<file path="src/rtl/mips_pkg.sv">
// Shared datapath widths and register-file constants for the MIPS pipeline.
// Used by the MEM/WB stage and the general-purpose register file.
package mips_pkg;

   localparam int DATA_W = 32;
   localparam int ADDR_W = 5;
   localparam logic [4:0] REG_ZERO = 5'd0;

   function automatic logic is_reg_zero(input logic [4:0] idx);
      return idx == REG_ZERO;
   endfunction

endpackage

</file>
<file path="src/rtl/wb_regfile_gpr_array.sv">
// 2**ADDR_W x DATA_W register array: one write port, two combinational read
// ports, asynchronous clear, and register 0 held at zero.
module gpr_array #(
   parameter int DATA_W = mips_pkg::DATA_W,
   parameter int ADDR_W = mips_pkg::ADDR_W
) (
   input  logic              clk,
   input  logic              rst,
   input  logic              we,
   input  logic [ADDR_W-1:0] waddr,
   input  logic [DATA_W-1:0] wdata,
   input  logic [ADDR_W-1:0] raddr1,
   input  logic [ADDR_W-1:0] raddr2,
   output logic [DATA_W-1:0] rdata1,
   output logic [DATA_W-1:0] rdata2
);
   import mips_pkg::*;

   localparam int NUM_REGS = 2**ADDR_W;

   logic [DATA_W-1:0] regs_q [NUM_REGS];
   logic [DATA_W-1:0] regs_d [NUM_REGS];

   always_comb begin
      regs_d = regs_q;
      if (we && !is_reg_zero(waddr))
         regs_d[waddr] = wdata;
      // Entry 0 never holds anything but zero, whatever the write port does.
      regs_d[0] = '0;
   end

   always_ff @(posedge clk or posedge rst) begin
      if (rst) begin
         for (int i = 0; i < NUM_REGS; i++)
            regs_q[i] <= '0;
      end else begin
         regs_q <= regs_d;
      end
   end

   always_comb begin
      rdata1 = is_reg_zero(raddr1) ? '0 : regs_q[raddr1];
      rdata2 = is_reg_zero(raddr2) ? '0 : regs_q[raddr2];
   end

endmodule

</file>
<file path="src/rtl/wb_regfile.sv">
// Writeback stage plus GPR file: writeback mux, write qualification, retire
// counter, and an optional same-cycle read bypass enabled by WB_BYPASS_EN.
module wb_regfile #(
   parameter int DATA_W = mips_pkg::DATA_W,
   parameter int ADDR_W = mips_pkg::ADDR_W
) (
   input  logic              clk,
   input  logic              rst,
   input  logic [DATA_W-1:0] wb_alu_data,
   input  logic [DATA_W-1:0] wb_mem_data,
   input  logic [ADDR_W-1:0] wb_dst,
   input  logic              wb_mem2reg,
   input  logic              wb_regwr,
   input  logic [ADDR_W-1:0] rd_addr1,
   input  logic [ADDR_W-1:0] rd_addr2,
   output logic [DATA_W-1:0] rd_data1,
   output logic [DATA_W-1:0] rd_data2,
   output logic [DATA_W-1:0] wb_data,
   output logic              wb_we,
   output logic [31:0]       retire_cnt
);
   import mips_pkg::*;

   logic [DATA_W-1:0] arr_rd1;
   logic [DATA_W-1:0] arr_rd2;
   logic [31:0]       retire_cnt_q;
   logic [31:0]       retire_cnt_d;

   always_comb begin
      wb_data = wb_mem2reg ? wb_mem_data : wb_alu_data;
      wb_we   = wb_regwr && !is_reg_zero(wb_dst);
   end

   gpr_array #(
      .DATA_W (DATA_W),
      .ADDR_W (ADDR_W)
   ) u_gpr (
      .clk    (clk),
      .rst    (rst),
      .we     (wb_we),
      .waddr  (wb_dst),
      .wdata  (wb_data),
      .raddr1 (rd_addr1),
      .raddr2 (rd_addr2),
      .rdata1 (arr_rd1),
      .rdata2 (arr_rd2)
   );

`ifdef WB_BYPASS_EN
   // wb_we already excludes r0, so a bypass hit never exposes data on r0.
   // Reset suppresses the bypass so reads stay zero while rst is high.
   always_comb begin
      rd_data1 = (wb_we && !rst && rd_addr1 == wb_dst) ? wb_data : arr_rd1;
      rd_data2 = (wb_we && !rst && rd_addr2 == wb_dst) ? wb_data : arr_rd2;
   end
`else
   always_comb begin
      rd_data1 = arr_rd1;
      rd_data2 = arr_rd2;
   end
`endif

   always_comb begin
      retire_cnt_d = retire_cnt_q;
      if (wb_we)
         retire_cnt_d = retire_cnt_q + 32'd1;
   end

   always_ff @(posedge clk or posedge rst) begin
      if (rst)
         retire_cnt_q <= '0;
      else
         retire_cnt_q <= retire_cnt_d;
   end

   assign retire_cnt = retire_cnt_q;

endmodule

</file>
<file path="config.mk">
export PLATFORM = sky130hd
export DESIGN_NAME = wb_regfile
export DESIGN_NICKNAME = d
export VERILOG_FILES = /design/src/rtl/mips_pkg.sv /design/src/rtl/wb_regfile_gpr_array.sv /design/src/rtl/wb_regfile.sv
export SDC_FILE = /design/constraint.sdc
export NUM_CORES = 2
export LEC_CHECK = 0
export ABC_AREA = 1
export CAP_MARGIN = 20
export CORE_MARGIN = 5
export CORE_UTILIZATION = 40
export CTS_BUF_LIST = sky130_fd_sc_hd__clkbuf_8
export DETAILED_ROUTE_END_ITERATION = 8
export REMOVE_ABC_BUFFERS = 1
export SYNTH_ARGS = -nofsm -noshare
export SYNTH_HDL_FRONTEND = slang
export SYNTH_HIERARCHICAL = 1
export SYNTH_SLANG_ARGS = --single-unit
</file>
<file path="constraint.sdc">
create_clock -name clk -period 46.2 [get_ports clk]
set_clock_uncertainty 0.05 [all_clocks]
set_input_delay 11.55 -clock clk [delete_from_list [all_inputs] [get_ports clk]]
set_output_delay 11.55 -clock clk [all_outputs]
set_load 0.03 [all_outputs]
</file>
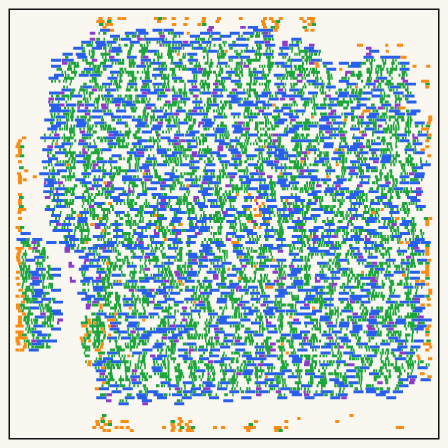
**Above:** placement by cell class.
- remaining buffers and delay cells: orange (cells 307; share of their area 4.7%)
- registers: blue (cells 1024; share of their area 42%)
- remaining logic cells: green (cells 6794; share of their area 48%)
- clock drivers and dummy loads: purple (cells 313; share of their area 5.8%)
# rows: 139
post-route cell area: 0.0641 mm^2
sequential cell area share: 40.0%
core area: 0.143 mm^2

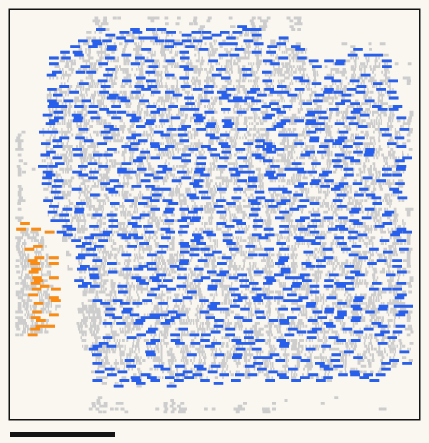
**Above:** sequential cells coloured by netlist name.
Bar = 100 um.
- u_gpr/regs_q: blue (placed flops 992; where spread over the die)
- retire_cnt: orange (placed flops 32)
seq pwr: 1200 uW
Final Core Density: 44.7%
Seq. cell area: 0.0256 mm^2

==> changes_impl.md <==
### Metrics

- Crit path launch: rd_addr2[0]
- Synthesized registers: 1024
- Antenna violations before repair: 4
- Clock power frac: 31.8%
- Setup ws final: 18.62 ns
- Slew @ Worst Pin: 1.23 ns
- Max FO, Critical Path: 172
- RSZ-0062 raised after global routing: no
- Hold Path Class: reg2reg
- Via density: 5.70
- First DRT Iteration DRCs: 7454
- Mapped Cells: 8482
- Post-CTS Repair Setup Buffers: 0
- Chip area: 0.152 mm^2
- Critical Path Sink Type: primary output
- Crit path required time: 34.60 ns
- Library cells used by synthesis: 31
- Switching pwr: 924 uW
- Gr usage total: 30.2%
- Vias in the first global route: 56200
- Setup TNS: 0 ns
- Port bufs: 211
- # setup viols final: 0
- WL/cell: 22.7 um
- Seq pwr share: 45.0%
- Worst-Skew Late Latency: 0.89 ns
- Max Slew Vio Count: 0
- Clk buf depth: 3
- Run status: complete, no violations
- Switching Fraction: 34.7%
- Seq share, synth: 44.4%
- CTS Root Cell: clkbuf_8
- R2r setup slk: 44.55 ns
- Yosys Instances: 8482
- Comb power frac: 23.3%
- Critical path arrival: 15.98 ns
- Post-DP HPWL: 121 mm
- Critical path class: in2out
- Num CTS Buffers: 183
- Iteration tally of the first detailed-router pass: 8
- First-pass GRT wire length: 354 mm
- Hold_buf cts: 0
- Min cycle time layout: 27.58 ns
- Yosys warning total: 6
- Yosys Chip Area: 0.0577 mm^2
- Layout cell share with drive strength beyond 1: 5.48%
- Pleak: 0.0306 uW
- Worst hold stages: 2
- Fin cells: 10300
- Critical R2R Launch: retire_cnt[4]
- Worst R2R End: retire_cnt[31]
- RD Place Congestion: 0.835
- DRC Markers: 0
- Total Routed Length: 235 mm
- Most numerous logic cells after layout: nand2_1 (3106), nand3_1 (1483), dfrtp_1 (1024)
- Layout net count: 8394
- Stage-log warning count: 53
- Reg2Reg Depth: 7
- Power density cells: 41.5 mW/mm^2
- Init Core Util: 40.2%
- Clk sinks: 1024
- Hold Crit Start: u_gpr/regs_q[644]
- Die height: 390 um
- CTS tree: built
- Tcrit/Tclk final: 59.7%
- Mapped Area: 0.0577 mm^2
- Syn Area/Cell: 6.80 um^2
- VDD IR max: 0.0000380 V
- CTS resizes: 0
- H-tree depth: 4
- CP startpoint kind: input pin
- Total placed cells including tap cells: 10000
- Hold Crit Endpoint: u_gpr/regs_q[644]
- Fmax: 36.3 MHz
- Dpl ws: 18.75 ns
- Die Width: 390 um
- Commonest Layout Cell: nand2_1
- Clock transition at the registers of the reported paths: 0.06 ns
- Hold Vio Cnt, Final: 0
- Int Power: 1740 uW
- # fillers: 14700
- MaxCap Viol Count: 0
- Area delta synth->final: 11.1%
- Worst rel slew slack: 17.9%
- I/O pin cnt: 212
- Antenna-violating nets left: 0
- GRT overflow: 0
- Vias: 59000
- Largest net degree at the start of global routing: 176
==> per-layer routing <==
metal | GRT usage [%] | wire length (um) | up-vias
li1 | - | - | 26900
met1 | 40.0 | 95100 | 28000
met2 | 47.1 | 103000 | 3406
met4 | 15.0 | 12800 | 0
met3 | 6.27 | 24000 | 726
met5 | 0 | 0 | -
==> worst max-delay path by stage <==
stage                 endpoint  slack [ns]  cells past startpoint
3_5_place_dp       rd_data2[1]       18.75                     13
3_3_place_gp       rd_data2[1]       18.73                     13
6_report          rd_data2[15]       18.62                     11
5_1_grt            rd_data2[1]       18.49                     13
4_1_cts            rd_data2[1]       18.74                     13
2_1_floorplan  u_gpr/regs_q[0]        6.69                      1
==> cell families (layout without fill, tap and decap cells) <==
kind of cell             Yosys count  in the layout  synth area share (%)
adder cells (fa/ha/maj)            1              1                0.0217
buffers and inverters           1287           1243                  8.60
flip-flops                      1024           1024                  44.4
AND/OR/NAND/NOR                 4872           4872                  35.3
multiplexers                      32             32                 0.624
other                              0              5                     0
AND-OR/OR-AND                   1254           1254                  10.9
XOR/XNOR                          12             12                 0.208
==> synth_stat cells (all sizes together) <==
master | instances | share of area (%)
mux2 | 32 | 0.62
clkbuf | 512 | 3.3
nand3 | 1485 | 13
nand3b | 14 | 0.19
xor2 | 10 | 0.18
clkinv | 2 | 0.013
xnor2 | 2 | 0.030
nor2 | 224 | 1.6
o21ai | 966 | 8.4
nand2 | 3134 | 20
nor3 | 9 | 0.13
inv | 621 | 4.0
a21oi | 288 | 2.5
nand4 | 5 | 0.054
dfrtp | 1024 | 44
ha | 1 | 0.022
buf | 152 | 1.2
nor4 | 1 | 0.037
==> layout make-up <==
type	count	area, um^2	share of cell area, %
inverter	623	2390	3.73
antenna	5	12.5	0.0195
clock inverter	79	338	0.527
sequential	1024	25600	40.0
multi-input combinational	6171	27200	42.5
timing repair buffer	307	2900	4.52
clock buffer	234	3220	5.02
tap	1903	2380	3.71
==> state kept, by name, summed over array words and instances, names as in the netlist <==
signal,count
retire_cnt,32
u_gpr/regs_q,992
==> per-stage QoR <==
| step | utilization, % | total power, uW | instance area (um^2) | hold slack (ns) |
|---|---|---|---|---|
| after floorplan | - | 1610 | 55100 | 0.403 |
| after global placement | 42.2 | 1800 | 60500 | 0.416 |
| after detailed placement | 42.2 | 1820 | 60500 | 0.422 |
| after CTS | 44.7 | 2670 | 64100 | 0.437 |
| after global routing | 44.7 | 2820 | 64100 | 0.449 |
| final | 44.7 | 2660 | 64100 | 0.431 |
==> power by group through the flow <==
stage | Clock, uW | Combinational (uW) | Sequential, uW
after floorplan | 0 | 423 | 1190
after global placement | 0 | 599 | 1200
after CTS | 861 | 614 | 1190
after global routing | 900 | 703 | 1220
after detailed placement | 0 | 612 | 1210
final | 846 | 620 | 1200
==> critical path: stages <==
cell,delay (ns)
buf_8,0.22
inv_8,0.64
buf_12,0.85
buf_4,0.97
nand2_1,0.13
nand3_1,0.13
nand3_1,0.08
nand3_1,0.07
nand3_1,0.08
nand2_1,0.31
clkdlybuf4s50_1,0.75
Power is estimated from default activity; no workload was simulated.
